Fig. 1: routing congestion map
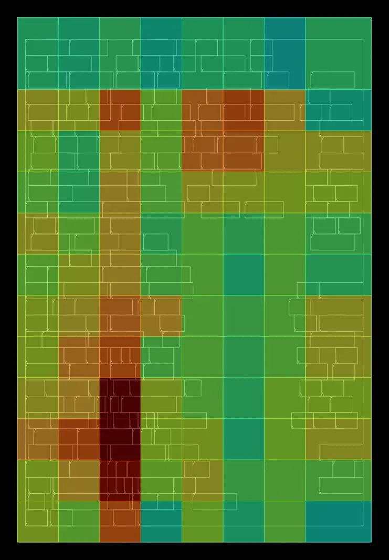
Fig. 2: the metal 3 layer
(3 px per um)
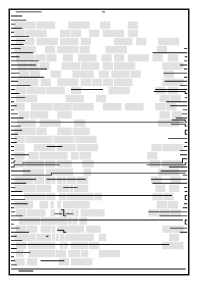
Fig. 3: wire density map
(4 px per um) The die is cut into 12 by 18 equal tiles; dark purple is low, yellow is high, scaled to the fullest tile. Values are wire area over tile area, all layers added.
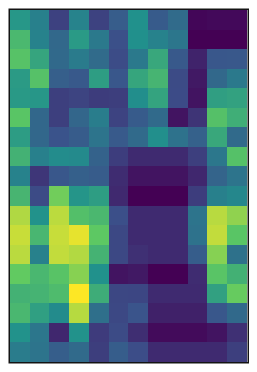
Fig. 4: clock wires, drivers and flops
(4 px per um)
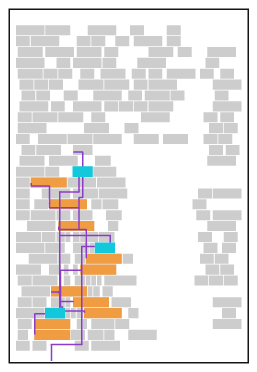
Fig. 5: routed metal, one color a layer
(3 px per um)
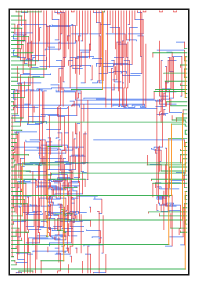
[src/rtl/pipeline_arbiter_if.sv]
// Bundles the requester, pipeline-control and response signals of pipeline_arbiter.
// slave is the arbiter side; master is the requester/pipeline/consumer side.
interface pipeline_arbiter_if #(
    parameter int unsigned DATA_W = 32
);
    logic [DATA_W-1:0] req0_data;
    logic [DATA_W-1:0] req1_data;
    logic              req0_valid;
    logic              req1_valid;
    logic              req0_ready;
    logic              req1_ready;
    logic              flush_req;
    logic [DATA_W-1:0] pipe_inputs;
    logic              pipe_in_valid;
    logic              pipe_flush;
    logic              pipe_stall;
    logic [DATA_W-1:0] pipe_outputs;
    logic              pipe_out_valid;
    logic [DATA_W-1:0] rsp_data;
    logic              rsp_valid;
    logic              rsp_id;
    logic              rsp_ready;
    logic [1:0]        inflight;
    logic              busy;

    modport slave (
        input  req0_data, req1_data, req0_valid, req1_valid, flush_req,
        input  pipe_outputs, pipe_out_valid, rsp_ready,
        output req0_ready, req1_ready, pipe_inputs, pipe_in_valid,
        output pipe_flush, pipe_stall, rsp_data, rsp_valid, rsp_id,
        output inflight, busy
    );

    modport master (
        output req0_data, req1_data, req0_valid, req1_valid, flush_req,
        output pipe_outputs, pipe_out_valid, rsp_ready,
        input  req0_ready, req1_ready, pipe_inputs, pipe_in_valid,
        input  pipe_flush, pipe_stall, rsp_data, rsp_valid, rsp_id,
        input  inflight, busy
    );
endinterface

[src/rtl/pipeline_arbiter.sv]
// Round-robin two-requester issue arbiter for a 3-stage pipeline; a shadow chain of
// valid/id bits tracks in-flight items so responses can be tagged, stalled and flushed.
module pipeline_arbiter #(
    parameter int unsigned DATA_W = 32
) (
    input logic               clk,
    input logic               reset,
    pipeline_arbiter_if.slave bus
);
    logic [2:0] vld_q, vld_d;
    logic [2:0] id_q, id_d;
    logic       flush_q;
    logic       fw2_q;
    logic       fw3_q;
    logic       rr_q, rr_d;   // 1: req1 wins the next contention
    logic       stall;
    logic       grant_ok;
    logic       gnt0, gnt1;
    logic       issue_vld;
    logic       issue_id;
    logic [2:0] upstream_vld;
    logic [2:0] upstream_id;
    logic [2:0] clr;
    logic       unused_pipe_out_valid;

    assign unused_pipe_out_valid = bus.pipe_out_valid;

    assign stall    = vld_q[2] & ~bus.rsp_ready;
    assign grant_ok = ~stall & ~flush_q;

    always_comb begin
        gnt0 = 1'b0;
        gnt1 = 1'b0;
        if (grant_ok) begin
            if (bus.req0_valid && (!bus.req1_valid || !rr_q)) begin
                gnt0 = 1'b1;
            end else if (bus.req1_valid) begin
                gnt1 = 1'b1;
            end
        end
    end

    assign issue_vld = gnt0 | gnt1;
    assign issue_id  = gnt1;

    always_comb begin
        rr_d = rr_q;
        if (gnt0) begin
            rr_d = 1'b1;
        end else if (gnt1) begin
            rr_d = 1'b0;
        end
    end

    // The flush wave reaches stage k one edge after stage k-1; per stage clear beats stall beats advance.
    always_comb begin
        upstream_vld = {vld_q[1:0], issue_vld};
        upstream_id  = {id_q[1:0], issue_id};
        clr          = {fw3_q, fw2_q, flush_q};
        vld_d        = vld_q;
        id_d         = id_q;
        for (int unsigned i = 0; i < 3; i++) begin
            if (clr[i]) begin
                vld_d[i] = 1'b0;
                id_d[i]  = 1'b0;
            end else if (!stall) begin
                vld_d[i] = upstream_vld[i];
                id_d[i]  = upstream_id[i];
            end
        end
    end

    always_ff @(posedge clk or posedge reset) begin
        if (reset) begin
            vld_q   <= '0;
            id_q    <= '0;
            flush_q <= 1'b0;
            fw2_q   <= 1'b0;
            fw3_q   <= 1'b0;
            rr_q    <= 1'b0;
        end else begin
            vld_q   <= vld_d;
            id_q    <= id_d;
            flush_q <= bus.flush_req;
            fw2_q   <= flush_q;
            fw3_q   <= fw2_q;
            rr_q    <= rr_d;
        end
    end

    assign bus.req0_ready    = gnt0;
    assign bus.req1_ready    = gnt1;
    assign bus.pipe_in_valid = issue_vld;
    assign bus.pipe_inputs   = gnt0 ? bus.req0_data : (gnt1 ? bus.req1_data : '0);
    assign bus.pipe_flush    = flush_q;
    assign bus.pipe_stall    = stall;
    assign bus.rsp_valid     = vld_q[2];
    assign bus.rsp_id        = id_q[2];
    assign bus.rsp_data      = bus.pipe_outputs;
    assign bus.inflight      = 2'(vld_q[0]) + 2'(vld_q[1]) + 2'(vld_q[2]);
    assign bus.busy          = (bus.inflight != 2'd0) | flush_q | fw2_q | fw3_q;
endmodule

[src/flat_wrapper.sv]
// flat-port wrapper written by rule: the top's interface ports become plain ports
module pipeline_arbiter_flat 
#(
    parameter int unsigned DATA_W = 32
)
  (clk, reset, bus_req0_data, bus_req1_data, bus_req0_valid, bus_req1_valid, bus_flush_req, bus_pipe_outputs, bus_pipe_out_valid, bus_rsp_ready, bus_req0_ready, bus_req1_ready, bus_pipe_inputs, bus_pipe_in_valid, bus_pipe_flush, bus_pipe_stall, bus_rsp_data, bus_rsp_valid, bus_rsp_id, bus_inflight, bus_busy);
  pipeline_arbiter_if #(.DATA_W(DATA_W)) bus_i ();
  input logic clk;
  input logic reset;
  input wire logic [$bits(bus_i.req0_data)-1:0] bus_req0_data;
  input wire logic [$bits(bus_i.req1_data)-1:0] bus_req1_data;
  input wire logic [$bits(bus_i.req0_valid)-1:0] bus_req0_valid;
  input wire logic [$bits(bus_i.req1_valid)-1:0] bus_req1_valid;
  input wire logic [$bits(bus_i.flush_req)-1:0] bus_flush_req;
  input wire logic [$bits(bus_i.pipe_outputs)-1:0] bus_pipe_outputs;
  input wire logic [$bits(bus_i.pipe_out_valid)-1:0] bus_pipe_out_valid;
  input wire logic [$bits(bus_i.rsp_ready)-1:0] bus_rsp_ready;
  output wire logic [$bits(bus_i.req0_ready)-1:0] bus_req0_ready;
  output wire logic [$bits(bus_i.req1_ready)-1:0] bus_req1_ready;
  output wire logic [$bits(bus_i.pipe_inputs)-1:0] bus_pipe_inputs;
  output wire logic [$bits(bus_i.pipe_in_valid)-1:0] bus_pipe_in_valid;
  output wire logic [$bits(bus_i.pipe_flush)-1:0] bus_pipe_flush;
  output wire logic [$bits(bus_i.pipe_stall)-1:0] bus_pipe_stall;
  output wire logic [$bits(bus_i.rsp_data)-1:0] bus_rsp_data;
  output wire logic [$bits(bus_i.rsp_valid)-1:0] bus_rsp_valid;
  output wire logic [$bits(bus_i.rsp_id)-1:0] bus_rsp_id;
  output wire logic [$bits(bus_i.inflight)-1:0] bus_inflight;
  output wire logic [$bits(bus_i.busy)-1:0] bus_busy;
  assign bus_i.req0_data = bus_req0_data;
  assign bus_i.req1_data = bus_req1_data;
  assign bus_i.req0_valid = bus_req0_valid;
  assign bus_i.req1_valid = bus_req1_valid;
  assign bus_i.flush_req = bus_flush_req;
  assign bus_i.pipe_outputs = bus_pipe_outputs;
  assign bus_i.pipe_out_valid = bus_pipe_out_valid;
  assign bus_i.rsp_ready = bus_rsp_ready;
  assign bus_req0_ready = bus_i.req0_ready;
  assign bus_req1_ready = bus_i.req1_ready;
  assign bus_pipe_inputs = bus_i.pipe_inputs;
  assign bus_pipe_in_valid = bus_i.pipe_in_valid;
  assign bus_pipe_flush = bus_i.pipe_flush;
  assign bus_pipe_stall = bus_i.pipe_stall;
  assign bus_rsp_data = bus_i.rsp_data;
  assign bus_rsp_valid = bus_i.rsp_valid;
  assign bus_rsp_id = bus_i.rsp_id;
  assign bus_inflight = bus_i.inflight;
  assign bus_busy = bus_i.busy;
  pipeline_arbiter #(.DATA_W(DATA_W)) u_core (.clk(clk), .reset(reset), .bus(bus_i));
endmodule
[config.mk]
export PLATFORM = sky130hd
export DESIGN_NAME = pipeline_arbiter_flat
export DESIGN_NICKNAME = d
export VERILOG_FILES = /design/src/rtl/pipeline_arbiter_if.sv /design/src/rtl/pipeline_arbiter.sv /design/src/flat_wrapper.sv
export SDC_FILE = /design/constraint.sdc
export NUM_CORES = 1
export LEC_CHECK = 0
export CORE_ASPECT_RATIO = 1.5
export CORE_UTILIZATION = 21
export CTS_CLUSTER_SIZE = 14
export DETAILED_ROUTE_END_ITERATION = 10
export MAX_ROUTING_LAYER = met4
export PLACE_DENSITY = 0.9
export SLEW_MARGIN = 20
export SYNTH_ARGS = -nofsm -noshare
export SYNTH_HDL_FRONTEND = slang
export SYNTH_SLANG_ARGS = --single-unit
[constraint.sdc]
create_clock -name clk -period 1.65 [get_ports clk]
set_input_delay 0.165 -clock clk [delete_from_list [all_inputs] [get_ports clk]]
set_output_delay 0.165 -clock clk [all_outputs]
set_load 0.05 [all_outputs]
==> results.tsv <==
stage	metric	value	unit
status	status	finished, violations left	
status	violations	setup timing	
floorplanning	die_y	88.0	um
cts	cts_root_buf	clkbuf_8	
critical_path	start_kind	flop	
critical_path	r2r_end	u_core.id_q[0]	
power	p_leak	1.17	nW
layout	nNetsFinal	303	
synthesis	top_logic_kind	buffers and inverters	
cts	cts_hold_buffers	0	
routing	route.met3.wl	857	um
sta	setup_viol	33	
layout	layout-drive-gt1-share	50.5	%
critical_path	cp-endpoint	bus_pipe_inputs[2]	
global_route	met3_usage	12.3	%
synthesis	ys_seq_share	24.2	%
sta	rsz0062_at_grt	yes	
routing	met1Wirelength	1.33	mm
synthesis	synth.distinct_cells	20	
floorplanning	core_util_floorplan	22.4	%
synthesis	aoi_share	30.6	%
placed_design	dpl_worst_slack	-143	ps
routing	drt_iter0_markers	15	
global_route	grt_pass1_vias	1373	
synthesis	ys_sh_simple	12.0	%
critical_path	worstSetupEndpointType	output port	
global_route	grt_pass1_wl	6.98	mm
critical_path	reg2reg_slack	330	ps
synthesis	fp_nets	216	
routing	top_layer_used	met4	
critical_path	cp-startpoint	u_core.bus.pipe_flush	
synthesis	ys_area	0.00104	sq mm
power	irDropWorstVdd	0.000604	V
critical_path	crit_type	reg -> out	
sta	hold_viol_final	0	
routing	wl_met2	2.76	mm
hold_path	min_path_type	in -> async	
floorplanning	chipArea	0.00522	sq mm
sta	setup-tns-final	-4190	ps
global_route	antenna_found_initial	0	
layout	antenna_cells	0	
cts	numCtsBuffers	3	
sta	layout_min_cycle_time	1790	ps
cts	cts_tree	done	
sta	fin_crit_sh	108	%
layout	design_area	0.00270	sq mm
sta	fin_hold_ws	191	ps
placed_design	routabilityCongestion	0.832	
power	finalPower	1.69	mW
layout	stdcell_count	262	
synthesis	synth.yosys.warnings	0	
synthesis	netlist_instances	112	
placed_design	io_buffers	111	
sta	worst_pin_slew	485	ps
cts	clock_sinks	10	
synthesis	syn_area_per_cell	9.25	sq um
floorplanning	num_rows	30	
layout	area_delta_synth_final	161	%
sta	worst_slack	-139	ps
synthesis	ys_sh_mux	0	%
floorplanning	io_pins	177	
layout	layout_top_cells	69 x clkdlybuf4s50_1, 39 x buf_12, 23 x a22o_4, 9 x a22o_2	
critical_path	reg2reg_depth	5	
layout	layout_top_cell	clkdlybuf4s50_1	
floorplanning	coreArea	0.00462	sq mm
sta	relSlewSlack	67.6	%
floorplanning	die_w	59.4	um
routing	detail_route.vias_per_cell	4.77	
global_route	grt_max_degree	24	
synthesis	xor_share	0	%
routing	ant_nets	0	
critical_path	critPathArrivalTime	1620	ps
critical_path	cp.required	1480	ps
synthesis	synth-seq-cells	10	
sta	fmax	0.559	GHz
synthesis	ys_sh_adder	1.93	%
placed_design	dp.cells	255	
synthesis	ys_cells	112	
placed_design	dp_hpwl	4.29	mm
critical_path	cp_max_fo	11	
cts	clock_latency	250	ps
cts	clk_pin_slew	50	ps
global_route	met2_usage	34.0	%
Notes on Fig. 1 above:
Finished Core Util: 58.5%
busiest layer in global routing: met2
DR WL/cell: 19.8 um
GR met1 Demand/Resource: 14.2%

Notes on Fig. 2 above:
The wires run mostly horizontal. The longest straight run is 58.0 um. The layer holds 17% of the routed length. The layer carries 858 um of wire.

Notes on Fig. 3 above:
4.2% of the tiles are nearly empty. 30% of the tiles are over half the peak. The fullest tile reaches 0.48. The mean over all tiles is 0.18. The densest ninth of the die: lower left.

Notes on Fig. 4 above:
Key: flip-flops = orange [count 10]; clock wires = purple [length 197 um]; cells driving clock nets = cyan [count 3]
There are 4 routed clock nets.
Clock Skews: 5.36 ps
Clock Power: 0.322 mW

Notes on Fig. 5 above:
Key: met2 = red [wire length 2760 um]; met3 = green [wire length 858 um]; met4 = orange [wire length 242 um]; met1 = blue [wire length 1330 um]
GRT Total Usage: 19.5%
vias: 1250
Routed WL: 5.19 mm

==> critical path: stages, from the launching register on <==
cell,delay (ps)
dfrtp_2,410
nand2b_4,160
nor3_4,260
buf_6,230
a22o_4,170
buf_12,130
==> sequential cells by signal, summed over array words and instances, names as in the netlist <==
register               flops
u_core.id_q                3
u_core.fw2_q               1
u_core.rr_q                1
u_core.bus.pipe_flush      1
u_core.fw3_q               1
u_core.vld_q               3
==> where the power goes <==
part | switching, mW | total [mW] | internal [mW]
Sequential | 0.0173 | 0.280 | 0.263
Combinational | 0.506 | 1.08 | 0.579
Clock | 0.111 | 0.322 | 0.211
Total | 0.635 | 1.69 | 1.05
==> what timing repair did <==
| item | in CTS | in global routing |
|---|---|---|
| resized | 7 | 12 |
| pin swaps | 1 | 1 |
| setup endpoints to repair | 33 | 34 |
| gates cloned | 1 | 0 |
| setup buffers | 3 | 1 |
==> kinds of logic (layout without fill, tap and decap cells) <==
| group | after synthesis | after routing |
|---|---|---|
| compound gates | 38 | 38 |
| simple gates | 21 | 21 |
| buf+inv | 42 | 128 |
| flops | 10 | 10 |
| fa+ha+maj | 1 | 1 |
==> synthesized netlist by cell type <==
cell type,count,area [sq um]
nor2b_1,1,6.26
fa_1,1,20.0
a211oi_1,1,7.51
a31o_2,1,8.76
nand2b_4,2,27.5
nand2b_1,1,6.26
a21oi_1,3,15.0
o21ai_0,1,5.00
inv_1,2,7.51
nor3_4,1,16.3
nor3_1,2,10.0
buf_2,1,5.00
buf_6,5,56.3
inv_6,1,8.76
nor2_1,5,18.8
buf_4,33,248
nand2_1,8,30.0
dfrtp_1,10,250
and4_1,1,8.76
a22o_1,32,280
==> area by class of cell <==
class	count	area, sq um
timing repair buffer	121	1590
sequential	10	253
inverter	3	16.3
tap	64	80.1
clock buffer	4	55.1
fill	354	1920
multi-input combinational	60	709
Power figures rest on the tool's default switching activity, not on a simulated workload.
